$ cat src/rtl/regfile_scoreboard_pkg.sv
// Shared defaults and helpers for the decode-stage register file with
// in-flight write scoreboard.
package regfile_scoreboard_pkg;

  localparam int REGFILE_DSIZE        = 16;
  localparam int REGFILE_ASIZE        = 4;
  localparam int REGFILE_NREAD        = 2;
  localparam int REGFILE_MAX_INFLIGHT = 3;

  // Bits needed to hold 0..max_inflight pending writes
  function automatic int cnt_width(input int max_inflight);
    return $clog2(max_inflight + 1);
  endfunction

endpackage

$ cat src/rtl/regfile_scoreboard_sb_counter.sv
// Per-register pending-write counter: saturating up/down with clear and a
// flag for a decrement attempted at zero.
module sb_counter #(
  parameter int CW  = 2,
  parameter int MAX = 3
) (
  input  logic          clk,
  input  logic          rst,
  input  logic          clr,
  input  logic          inc,
  input  logic          dec,
  output logic [CW-1:0] cnt,
  output logic          underflow
);

  localparam logic [CW-1:0] CMAX = CW'(MAX);

  always_ff @(posedge clk or posedge rst) begin
    if (rst) begin
      cnt <= '0;
    end else if (clr) begin
      cnt <= '0;
    end else if (inc && !dec) begin
      if (cnt != CMAX) cnt <= cnt + 1'b1;
    end else if (dec && !inc) begin
      if (cnt != '0) cnt <= cnt - 1'b1;
    end
  end

  // Simultaneous inc/dec nets out, so it cannot underflow
  assign underflow = dec & ~inc & ~clr & (cnt == '0);

endmodule

$ cat src/rtl/regfile_scoreboard.sv
// Decode-stage register file: combinational read ports with WB bypass,
// optional hardwired zero register and RAW-hazard scoreboard driving stall.
module regfile_scoreboard
  import regfile_scoreboard_pkg::*;
#(
  parameter int DSIZE        = REGFILE_DSIZE,
  parameter int ASIZE        = REGFILE_ASIZE,
  parameter int NREAD        = REGFILE_NREAD,
  parameter int MAX_INFLIGHT = REGFILE_MAX_INFLIGHT,
  parameter int ZERO_REG     = 1,
  parameter int BYPASS       = 1
) (
  input  logic                   clk,
  input  logic                   rst,
  input  logic [NREAD*ASIZE-1:0] raddr,
  input  logic [NREAD-1:0]       rused,
  output logic [NREAD*DSIZE-1:0] rdata,
  output logic [NREAD-1:0]       rbusy,
  input  logic                   issue_valid,
  input  logic                   issue_wen,
  input  logic [ASIZE-1:0]       issue_waddr,
  output logic                   stall,
  input  logic                   wen,
  input  logic [ASIZE-1:0]       waddr,
  input  logic [DSIZE-1:0]       wdata,
  input  logic                   flush,
  output logic                   sb_err
);

  localparam int DEPTH = 2 ** ASIZE;
  localparam int CW    = cnt_width(MAX_INFLIGHT);
  localparam logic [CW-1:0] CMAX = CW'(MAX_INFLIGHT);
  localparam logic [CW-1:0] CONE = CW'(1);
  localparam logic ZR = (ZERO_REG != 0);
  localparam logic BP = (BYPASS != 0);

  logic [DSIZE-1:0] regs [DEPTH];
  logic [CW-1:0]    cnt  [DEPTH];
  logic [DEPTH-1:0] inc_vec;
  logic [DEPTH-1:0] dec_vec;
  logic [DEPTH-1:0] uf_vec;
  logic             retire;
  logic             issue_fire;

  assign retire     = wen & ~(ZR & (waddr == '0));
  assign issue_fire = issue_valid & ~stall & issue_wen & ~(ZR & (issue_waddr == '0));

  always_ff @(posedge clk or posedge rst) begin
    if (rst) begin
      for (int k = 0; k < DEPTH; k++) regs[k] <= '0;
    end else if (retire) begin
      regs[waddr] <= wdata;
    end
  end

  for (genvar g = 0; g < DEPTH; g++) begin : g_sb
    assign inc_vec[g] = issue_fire & (issue_waddr == ASIZE'(g));
    assign dec_vec[g] = retire & (waddr == ASIZE'(g));

    sb_counter #(
      .CW  (CW),
      .MAX (MAX_INFLIGHT)
    ) u_cnt (
      .clk       (clk),
      .rst       (rst),
      .clr       (flush),
      .inc       (inc_vec[g]),
      .dec       (dec_vec[g]),
      .cnt       (cnt[g]),
      .underflow (uf_vec[g])
    );
  end

  for (genvar i = 0; i < NREAD; i++) begin : g_rd
    logic [ASIZE-1:0] ra;
    logic             ra_zero;
    logic             wb_hit;

    assign ra      = raddr[i*ASIZE +: ASIZE];
    assign ra_zero = ZR & (ra == '0);
    assign wb_hit  = BP & wen & (waddr == ra);

    assign rdata[i*DSIZE +: DSIZE] = ra_zero ? '0 : (wb_hit ? wdata : regs[ra]);

    // The last outstanding write landing this cycle already resolves the hazard
    assign rbusy[i] = ~ra_zero & (cnt[ra] != '0)
                    & ~(BP & retire & (waddr == ra) & (cnt[ra] == CONE));
  end

  assign stall = issue_valid &
                 ( (|(rbusy & rused)) |
                   (issue_wen & (cnt[issue_waddr] == CMAX) &
                    ~(retire & (waddr == issue_waddr))) );

  always_ff @(posedge clk or posedge rst) begin
    if (rst)          sb_err <= 1'b0;
    else if (|uf_vec) sb_err <= 1'b1;
  end

endmodule

$ cat config.mk
export PLATFORM = sky130hd
export DESIGN_NAME = regfile_scoreboard
export DESIGN_NICKNAME = d
export VERILOG_FILES = /design/src/rtl/regfile_scoreboard_pkg.sv /design/src/rtl/regfile_scoreboard_sb_counter.sv /design/src/rtl/regfile_scoreboard.sv
export SDC_FILE = /design/constraint.sdc
export NUM_CORES = 1
export LEC_CHECK = 0
export CAP_MARGIN = 20
export CORE_ASPECT_RATIO = 0.8
export CORE_MARGIN = 1.5
export CORE_UTILIZATION = 35
export CTS_CLUSTER_SIZE = 20
export DETAILED_ROUTE_END_ITERATION = 16
export SETUP_SLACK_MARGIN = 0.05
export SYNTH_ARGS = -nofsm -noshare
export SYNTH_HDL_FRONTEND = slang
export SYNTH_HIERARCHICAL = 1
export SYNTH_SLANG_ARGS = --single-unit
export TNS_END_PERCENT = 10
$ cat constraint.sdc
create_clock -name clk -period 24.7 [get_ports clk]
set_input_delay 4.94 -clock clk [delete_from_list [all_inputs] [get_ports clk]]
set_output_delay 4.94 -clock clk [all_outputs]
set_load 0.01 [all_outputs]
**Wiring by layer**

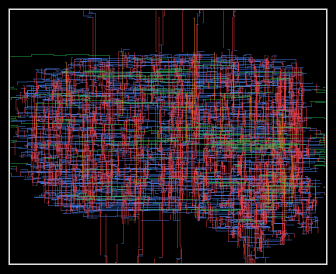
| colour | layer | wire length |
|---|---|---|
| blue | metal 1 | 22.8 mm |
| red | metal 2 | 22.4 mm |
| orange | metal 4 | 1160 um |
| green | metal 3 | 3920 um |

**M2 wires**

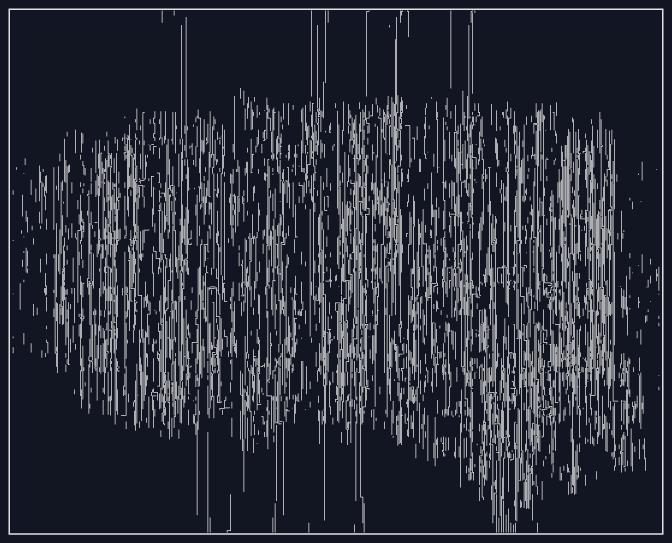
share of all routed wire: 45%
main direction: vertical
longest straight run: 83.3 um
nets with wire on the layer: 1219

==> run notes <==
Summary of implementation figures.

CTS
The buffer depth of the longest clock path is 3. The count of buffers added by post-CTS timing repair for setup is 0. The number of clock buffers added by TritonCTS is 29.

The clock root buffer master is clkbuf_16.

Setup path
By startpoint and endpoint, the worst setup path is classified as in2out. The script reports the combined buffer and inverter count of the critical path as 3. The nature of the critical path endpoint is a primary output.

The maximum single-stage delay on the critical path is 0.71 ns. Walking the worst path, the cells encountered are buf_4, buf_4, mux4_2, mux4_2, mux2i_1, nor2_1, clkdlybuf4s50_1. The critical path data arrival time is 8.37 ns.

Synthesis
The post-synthesis sequential area ratio is 42.6%. The synthesized design contains 289 register bits. Of all flip-flops after synthesis, the portion carrying an async set or reset was 100%. The cell count after synthesis is 1398. For this run, the chip area from Yosys synthesis comes to 17000 um2. The cell area that synthesis handed to floorplanning was 17000 um2. The area fraction of the largest cell type after synthesis is 42.6%. The number of synthesis warnings is 6. By count the netlist is led by nand2_1, dfrtp_1, mux4_2. Averaged over all synthesized cells, the footprint is 12.2 um2. After synthesis, the netlist uses 49 different library cells.

Detailed routing
In this run the remaining antenna-violating nets after routing total 0. The mean routed wirelength per cell is 24.1 um. Per the detail_route log, met2 wirelength is 22400 um. The iteration-0 DRC count of the detailed router is 1205. Before antenna repair, the detailed router went through 8 iterations.

The routed length on met1 is 22800 um. The vias after detailed routing is 12100. The via count normalized by instance count is 5.83. The uppermost layer routed is met4.

Timing
Per the finish-stage timing summary, setup violations number 0. Looking at the max-slew report, the worst-margin pin has a slew of 1.15 ns. Setup repair after global routing left no endpoint under its margin. In this build the clock could be raised as far as 75.1 MHz. The setup TNS after final layout is 0 ns. The final timing report derives a shortest allowable period of 13.31 ns. The final clock skew is 0.00537 ns. The final max-slew violation count recorded for this run is 0. The slew check shows that the tightest pin keeps a relative margin of 22.9%.

Global route
The met1 capacity usage during global routing is 30.4%. The global routing usage summed across all routing layers is 20.3%. The global-route wire length before repair is 77600 um. Global routing used 3.51% of the available met3 tracks. The largest net degree at the start of global routing is 135.

Finish
The number of fillers in the final layout is 4556. 0 antenna diodes ended up in the layout. The cell area after layout is 19400 um2. The final net count is 1472. Of the cells placed in the final design, the portion with a size suffix greater than 1 is 33.4%.

The area growth from synthesis to layout is 14.3%.

Pwr
In the power breakdown, the biggest contributor is sequential cells. The worst IR drop on VDD is 0.0523 mV. The clock network power share is 32.1%. The power per cell area is 73.2 nW/um2. The switching part of the total power is 28.1%. Overall power consumption after layout is estimated at 1.42 mW. The relative contribution of sequential cells to total power is 44.2%. Combinational power for this build is 0.337 mW. Combinational logic is responsible for 23.7% of the overall power.

The power drawn by the clock network is 0.457 mW. The leakage dissipation is 7.90 nW.

Status
The flow ran to the end, and the final reports show no timing, DRC or antenna violations.

Placed design
At the placement stage, the worst setup path has a slack of 11.34 ns. The routability congestion estimate from global placement is 0.822. Detailed placement finished with a half-perimeter wire length of 30700 um.

Die
For this configuration, the core starts out at a cell density of 35.3%. In this run the count of I/O pins placed on the die edge is 76. Per the OpenROAD floorplan log, the width of the die is 249 um. The core area is 48100 um2.

Hold path
The most critical min-delay path falls under reg2reg.
**Gate families picked out**

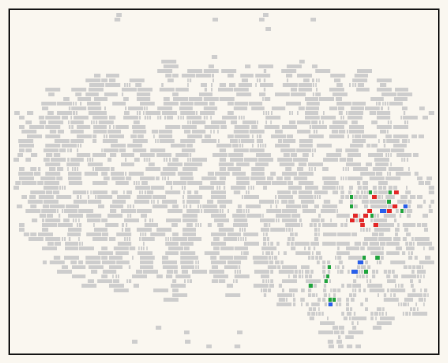
| colour | family | cells | most used |
|---|---|---|---|
| blue | non-inverting ao/oa cells | 5 | o21a_1 |
| green | and/or cells | 16 | or3_1 |
| red | xor and xnor cells | 11 | xor2_1 |

logic make-up after synthesis:
kind of cell / count (synthesis) / synth area share [%]
other: 1 / 0.0221
multiplexers: 358 / 35.3
flip-flops: 289 / 42.6
AND/OR/NAND/NOR: 493 / 13.3
XOR/XNOR: 11 / 0.567
buffers and inverters: 139 / 3.45
AND-OR/OR-AND: 107 / 4.81
cell usage in the layout, fill, tap and decap left out, drive strengths merged, types with 2 or more instances in the layout:
cell type / n
dfrtp: 289
a31oi: 2
clkinv: 16
a32o: 2
nand2: 305
o22ai: 3
nor2: 40
o21ai: 38
nor3: 12
buf: 44
a21oi: 36
mux2i: 19
nand2b: 37
nor2b: 17
clkdlybuf4s50: 68
nor4: 33
nand3: 10
o21a: 2
clkinvlp: 3
conb: 8
nand3b: 19
xnor2: 3
or3: 9
or4: 3
xor2: 8
or2: 2
mux4: 176
clkbuf: 36
o211ai: 2
nand4: 2
a221oi: 17
inv: 19
mux2: 163
bufinv: 3
path summary, 6_finish.rpt:
path	start	end	slack, ns	cells after the start
max	raddr[0]	rdata[15]	11.39	7
min	regs[246]	regs[246]	0.39	0
max reg2reg	g_sb[7].u_cnt/cnt[0]	sb_err	20.50	12
min reg2reg	regs[246]	regs[246]	0.39	0
max in group asynchronous	rst	regs[181]	17.40	5
min in group asynchronous	rst	g_sb[1].u_cnt/cnt[0]	4.80	3
cell type report:
type	instances	area (um2)	area share (%)
Clock inverter	18	184	0.947
Sequential cell	289	7230	37.2
Tap cell	629	787	4.05
Inverter	23	93.8	0.483
Timing Repair Buffer	112	1060	5.44
Clock buffer	36	792	4.08
Multi-Input combinational cell	977	9280	47.8
state kept, by name, indices dropped and copies added, names as in the netlist:
signal and cells:
sb_err 1, regs 256, g_sb.u_cnt/cnt 32
Power figures rest on the tool's default switching activity, not on a simulated workload.
